**Run 1: metal 1**

The bar under the picture is 20 um long.
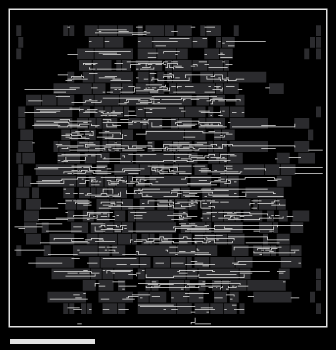
**Run 1: signal wires on met2**

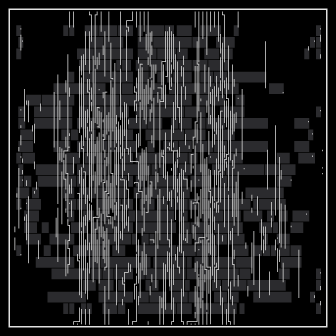
**Run 1: metal 3**

The bar under the picture is 20 um long.
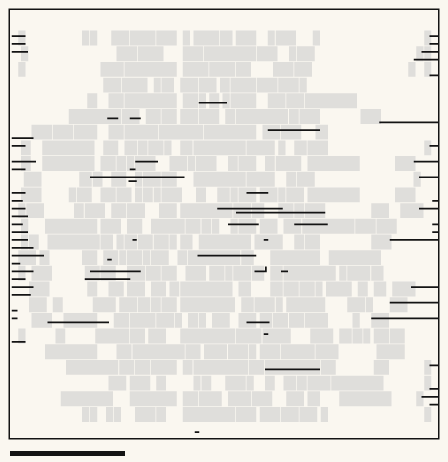
===== config.mk =====
export PLATFORM = sky130hd
export DESIGN_NAME = pc_branch_ctrl
export DESIGN_NICKNAME = d
export VERILOG_FILES = /design/src/rtl/pc_branch_ctrl.sv
export SDC_FILE = /design/constraint.sdc
export NUM_CORES = 1
export LEC_CHECK = 0
export CORE_UTILIZATION = 39
export DETAILED_ROUTE_END_ITERATION = 6
export GPL_TIMING_DRIVEN = 0
export MAX_ROUTING_LAYER = met4
export PLACE_DENSITY = 0.78
export REMOVE_ABC_BUFFERS = 1
export SLEW_MARGIN = 30
export SYNTH_ARGS = -nofsm -noshare
export SYNTH_HDL_FRONTEND = slang
export SYNTH_SLANG_ARGS = --single-unit

===== constraint.sdc =====
create_clock -name clk -period 1.7 [get_ports clk]
set_input_delay 0.34 -clock clk [delete_from_list [all_inputs] [get_ports clk]]
set_output_delay 0.34 -clock clk [all_outputs]
set_load 0.01 [all_outputs]

===== src/rtl/pc_branch_ctrl.sv =====
// pc_branch_ctrl: fetch PC sequencer with branch redirect and IF/ID squash; branch statistics built only when BR_STATS_EN is defined
module pc_branch_ctrl #(
  parameter int              PC_W         = 16,
  parameter logic [PC_W-1:0] RESET_VEC    = '0,
  parameter int              PC_STEP      = 1,
  parameter int              FLUSH_CYCLES = 1
) (
  input  logic            clk,
  input  logic            reset_n,
  input  logic            imem_ready,
  input  logic            id_stall,
  input  logic            id_is_branch,
  input  logic [PC_W-1:0] id_pc,
  input  logic            branch_signal,
  input  logic [PC_W-1:0] branch_offset,
  output logic [PC_W-1:0] pc,
  output logic            ifid_write,
  output logic            flush_ifid,
  output logic            redirect,
  output logic [15:0]     br_count,
  output logic [15:0]     br_taken_count
);
  localparam logic [1:0] RUN   = 2'd0;
  localparam logic [1:0] MISS  = 2'd1;
  localparam logic [1:0] FLUSH = 2'd2;
  logic [1:0]      state, state_nx;
  logic [1:0]      cnt, cnt_nx;
  logic [PC_W-1:0] pc_nx;
  logic            in_flush, resolve, taken;
  // ID holds a bubble while flushing, so any branch seen then is ignored
  assign in_flush = state == FLUSH;
  assign resolve  = id_is_branch & ~id_stall & ~in_flush;
  assign taken    = resolve & branch_signal;
  // IF/ID control; forced low while reset is held
  always_comb begin
    redirect   = reset_n & taken;
    flush_ifid = reset_n & (taken | in_flush | (~id_stall & ~imem_ready));
    ifid_write = reset_n & ~taken & ~in_flush & ~id_stall & imem_ready;
  end
  // next PC / state: taken > flush > stall > fetch ready > miss
  always_comb begin
    state_nx = state;
    cnt_nx   = cnt;
    pc_nx    = pc;
    if (taken) begin
      pc_nx    = id_pc + branch_offset;
      state_nx = FLUSH_CYCLES > 1 ? FLUSH : RUN;
      cnt_nx   = 2'(FLUSH_CYCLES - 1);
    end else if (in_flush) begin
      cnt_nx   = cnt - 2'd1;
      state_nx = cnt == 2'd1 ? RUN : FLUSH;
    end else if (!id_stall) begin
      pc_nx    = imem_ready ? pc + PC_W'(PC_STEP) : pc;
      state_nx = imem_ready ? RUN : MISS;
    end
  end
  // PC and FSM registers
  always_ff @(posedge clk or negedge reset_n) begin
    if (!reset_n) begin
      pc    <= RESET_VEC;
      state <= RUN;
      cnt   <= '0;
    end else begin
      pc    <= pc_nx;
      state <= state_nx;
      cnt   <= cnt_nx;
    end
  end
`ifdef BR_STATS_EN
  // saturating resolved / taken branch counters
  always_ff @(posedge clk or negedge reset_n) begin
    if (!reset_n) begin
      br_count       <= '0;
      br_taken_count <= '0;
    end else begin
      if (resolve && br_count != 16'hFFFF) br_count <= br_count + 16'd1;
      if (taken && br_taken_count != 16'hFFFF) br_taken_count <= br_taken_count + 16'd1;
    end
  end
`else
  assign br_count       = '0;
  assign br_taken_count = '0;
`endif
endmodule


==> GITHUB_STEP_SUMMARY, run 1 <==
## Synthesis and layout report

| Metric | Value |
|---|---|
| Clock buf/inv share | `1.723%` |
| Comb area share | `52.72%` |
| Setup slack of the worst register-to-register path | `-0.06 ns` |
| Synth Area in Adders | `11.44%` |
| Top-level port count | `89` |
| Run status | `finished with violations` |
| Commonest register cell after synthesis | `sky130_fd_sc_hd__dfrtp_1` |
| Combinational share of power | `53.2%` |
| Global-route wire length before repair | `8914 um` |
| Number of DRC violations after detailed-routing iteration 0 | `85` |
| Tot Pwr | `2514 uW` |
| Post-synthesis cell type with the largest combined area | `sky130_fd_sc_hd__dfrtp_1` |
| Critical Path Slowest Stage Cell | `sky130_fd_sc_hd__fa_2` |
| Clock Sink Count | `20` |
| Non-clock inverter count in the final layout | `5` |
| Final number of setup-violating endpoints | `12` |
| Flip-flop and latch area | `505.5 um2` |
| Number of buffers created by CTS | `3` |
| Failing checks | `setup timing` |
| Min setup slack post-route | `-0.4180 ns` |
| Total number of warnings across the stage logs | `27` |
| Wire length the detailed router placed on met1 | `2259 um` |
| Capturing element of the worst setup path | `pc[10]$_DFFE_PN0P_` |
| Post-synth area from yosys stat | `0.002034 mm2` |
| Relative area of non-clock buffer cells in the final design | `26.52%` |
| Flop share of the area | `15.82%` |
| Area of the mapped netlist | `0.002034 mm2` |
| Top library cells by usage in the layout, fill and taps aside | `sky130_fd_sc_hd__buf_4 (37), sky130_fd_sc_hd__conb_1 (32), sky130_fd_sc_hd__clkdlybuf4s50_1 (21)` |
| Registers with the most flip-flops | `pc: 16 flops, cnt: 2 flops, state: 2 flops` |
| Clock slew seen by the registers of the worst setup and hold paths | `0.07 ns` |
| Final setup skew | `0.002448 ns` |
| TritonRoute pass-1 iters | `4` |
| Aggregate global-route resource usage | `21.65%` |
Back to the opening pictures, 'metal 1':
main direction	horizontal
nets with wire on the layer	331
wire length on this layer	2260 um
longest straight run	23.9 um
share of all routed wire	40%

Back to the opening pictures, 'signal wires on met2':
longest straight run	30.8 um
wire length on this layer	3040 um
total detailed-routing wirelength: 5693 um
met2 Track Usage GR: 39.80%
Via Count: 2053

Back to the opening pictures, 'metal 3':
wire length on this layer	261 um
nets with wire on the layer	63
met3 track demand over resource in global routing: 2.033%

## Run 2: what changed since run 1
--- a/config.mk
+++ b/config.mk
@@ -7,6 +7,7 @@
 export LEC_CHECK = 0
 export CORE_UTILIZATION = 39
 export DETAILED_ROUTE_END_ITERATION = 6
+export GPL_ROUTABILITY_DRIVEN = 0
 export GPL_TIMING_DRIVEN = 0
 export MAX_ROUTING_LAYER = met4
 export PLACE_DENSITY = 0.78
**Run 2: metal 3**

The bar under the picture is 20 um long.
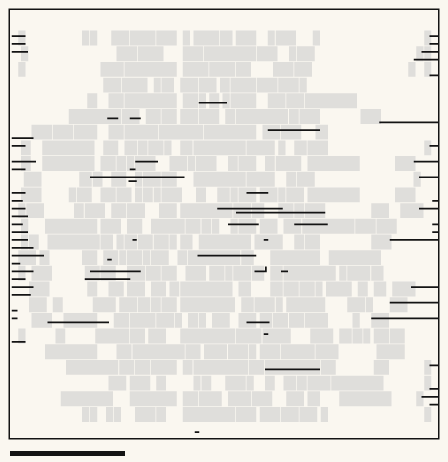
main direction	horizontal
share of all routed wire	4.6%
wire length on this layer	261 um
nets with wire on the layer	63
longest straight run	16.1 um

**Run 2: metal 1**

The bar under the picture is 20 um long.
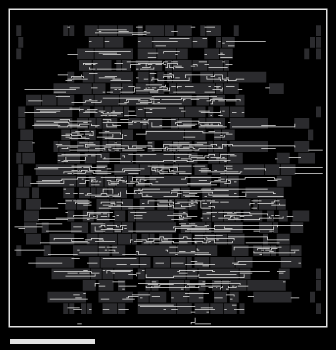
longest straight run	23.9 um
wire length on this layer	2260 um
main direction	horizontal
share of all routed wire	40%
nets with wire on the layer	331
met1 routing resource usage after global routing: 24.62%

==> run 2 against run 1 <==
  * The flow still finishes with violations (setup timing)
  * Sequential power about the same
  * Clock skew unchanged
  * Synthesized cell count unchanged
  * Cell area unchanged
  * Total power unchanged
  * Global-route usage unchanged
  * Area after synthesis unchanged
==> GITHUB_STEP_SUMMARY, run 2 <==
## Synthesis and layout report

| Metric | Value |
|---|---|
| Post-synthesis cell type with the largest combined area | `sky130_fd_sc_hd__dfrtp_1` |
| Final number of setup-violating endpoints | `12` |
| Aggregate global-route resource usage | `21.65%` |
| Number of buffers created by CTS | `3` |
| Post-synth area from yosys stat | `0.002034 mm2` |
| Min setup slack post-route | `-0.4180 ns` |
| Area of the mapped netlist | `0.002034 mm2` |
| Via Count | `2053` |
| Final setup skew | `0.002448 ns` |
| Combinational share of power | `53.2%` |
| Failing checks | `setup timing` |
| Worst-Margin Slew | `0.5545 ns` |
| Non-clock inverter count in the final layout | `5` |
| Top library cells by usage in the layout, fill and taps aside | `sky130_fd_sc_hd__buf_4 (37), sky130_fd_sc_hd__conb_1 (32), sky130_fd_sc_hd__clkdlybuf4s50_1 (21)` |
| TritonRoute pass-1 iters | `4` |
| Setup slack of the worst register-to-register path | `-0.06 ns` |
| Relative area of non-clock buffer cells in the final design | `26.52%` |
| Top-level port count | `89` |
| Synth Area in Adders | `11.44%` |
| Capturing element of the worst setup path | `pc[10]$_DFFE_PN0P_` |
| Clock slew seen by the registers of the worst setup and hold paths | `0.07 ns` |
| Run status | `finished with violations` |
| Total detailed-routing wirelength | `5693 um` |
| Met3 track demand over resource in global routing | `2.033%` |
| Clock buf/inv share | `1.723%` |
| Wire length the detailed router placed on met1 | `2259 um` |
| Clock Sink Count | `20` |
| Flip-flop and latch area | `505.5 um2` |
| Number of DRC violations after detailed-routing iteration 0 | `85` |
**Run 2: cell placement**

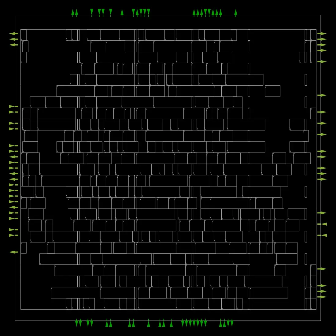
core area: 0.004880 mm2
row count: 25
flop share of the area: 15.82%

**Run 2: where the registers sit**

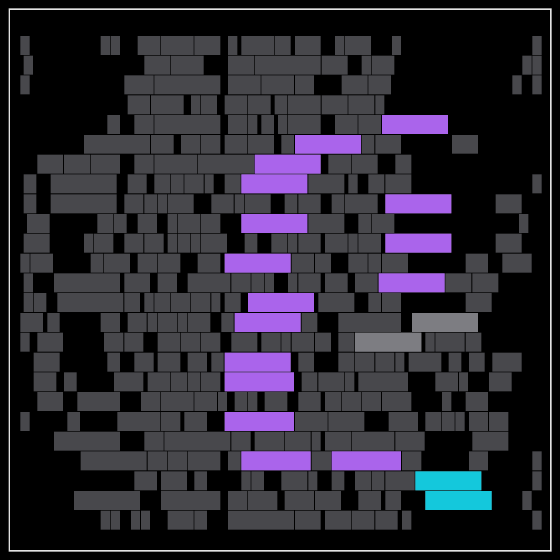

## Run 3: what changed since run 2
--- a/config.mk
+++ b/config.mk
@@ -16,3 +16,4 @@
 export SYNTH_ARGS = -nofsm -noshare
 export SYNTH_HDL_FRONTEND = slang
 export SYNTH_SLANG_ARGS = --single-unit
+export TNS_END_PERCENT = 20
**Run 3: where the registers sit**

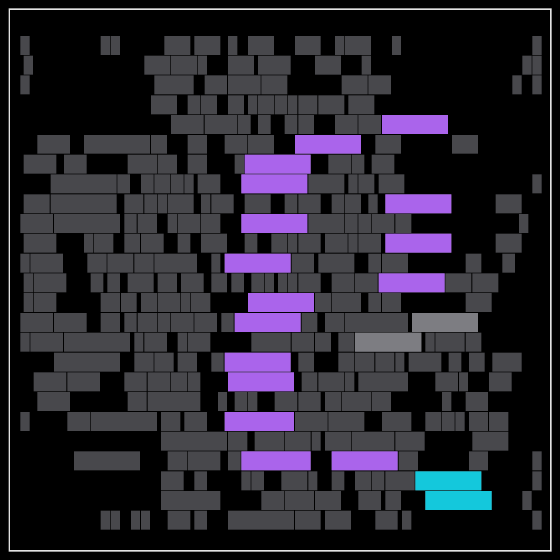
netlist name	colour	placed flops
`pc`	purple	16
`state`	cyan	2
not coloured	2
flip-flop and latch area: 503.0 um2
share of the core filled with cells: 61.15%
flip-flop and latch power: 806 uW
flop share of the area: 16.86%

**Run 3: signal wires on met2**

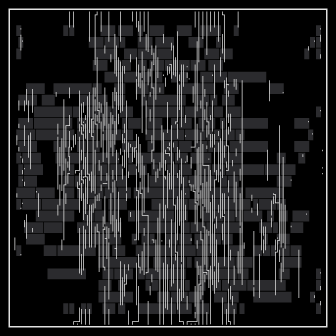
wire length on this layer	2520 um
longest straight run	47.9 um
share of all routed wire	52%
nets with wire on the layer	324
Via Count: 1926
total detailed-routing wirelength: 4883 um
met2 Track Usage GR: 32.93%

==> run 3 against run 2 <==
  * The run still ends with setup timing left
  * Worst hold slack got worse by 0.0034 ns
  * Non-clock buffer count is 19 lower
  * Maximum frequency down 0.83%
  * Clock power about the same
  * Count of clock-buffer cells in the layout is the same
  * Area after synthesis did not move
  * Register-to-register slack got worse by 0.03 ns
  * Highest routed layer unchanged
==> GITHUB_STEP_SUMMARY, run 3 <==
## Synthesis and layout report

| Metric | Value |
|---|---|
| Global-route wire length before repair | `7838 um` |
| Met3 routed WL | `226 um` |
| Total area of multi-input combinational cells | `0.001579 mm2` |
| Relative area of non-clock buffer cells in the final design | `24.95%` |
| Number of flip-flops under the largest register name | `16` |
| XOR/XNOR Fraction of Synth Area | `11.19%` |
| Non-clock inverter count in the final layout | `5` |
| TritonRoute pass-1 iters | `4` |
| Clock Sink Count | `20` |
| Top-level port count | `89` |
| Layout overhead on the synthesized area | `46.68%` |
| Number of buffers created by CTS | `3` |
| Comb area share | `52.91%` |
| Top library cells by usage in the layout, fill and taps aside | `sky130_fd_sc_hd__conb_1 (32), sky130_fd_sc_hd__clkdlybuf4s50_1 (26), sky130_fd_sc_hd__buf_4 (19)` |
| Tot Pwr | `2329 uW` |
| Biggest cell category by area in the final layout | `combinational gates` |
| Total number of warnings across the stage logs | `27` |
| Crit path largest cell delay | `0.40 ns` |
| Post-synth area from yosys stat | `0.002034 mm2` |
| Clock buf/inv share | `1.845%` |
| Combinational share of power | `49.6%` |
| Wire length the detailed router placed on met1 | `2083 um` |
| Number of DRC violations after detailed-routing iteration 0 | `72` |
| Post-synthesis cell type with the largest combined area | `sky130_fd_sc_hd__dfrtp_1` |
| Final number of setup-violating endpoints | `12` |
| Min setup slack post-route | `-0.4358 ns` |
| Clk_buf instances | `4` |
| Critical Path Slowest Stage Cell | `sky130_fd_sc_hd__fa_2` |
| Run status | `finished with violations` |
| Number of global-route vias before repair | `1696` |
| Failing checks | `setup timing` |
| Setup slack of the worst register-to-register path | `-0.09 ns` |
| Worst-Margin Slew | `0.5462 ns` |
| Final setup skew | `0.003645 ns` |
| Width of the chip | `74.23 um` |
| Row count | `25` |
| Capturing element of the worst setup path | `pc[10]$_DFFE_PN0P_` |
| Area of the mapped netlist | `0.002034 mm2` |
| Post-DP HPWL | `3344 um` |
| Met3 track demand over resource in global routing | `1.220%` |
| Commonest register cell after synthesis | `sky130_fd_sc_hd__dfrtp_1` |
| Top layer reached by signal wires | `met4` |
| Synth Area in Adders | `11.44%` |
| Registers with the most flip-flops | `pc: 16 flops, cnt: 2 flops, state: 2 flops` |
| Hold buffers post-CTS | `0` |
| Met1 routing resource usage after global routing | `23.70%` |
| Clock slew seen by the registers of the worst setup and hold paths | `0.07 ns` |
**Run 3: cell placement**

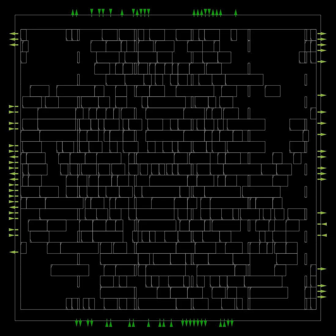
number of tap cells inserted: 67
fin cells: 378
Fill cells: 420

Power and IR drop assume default switching activity.
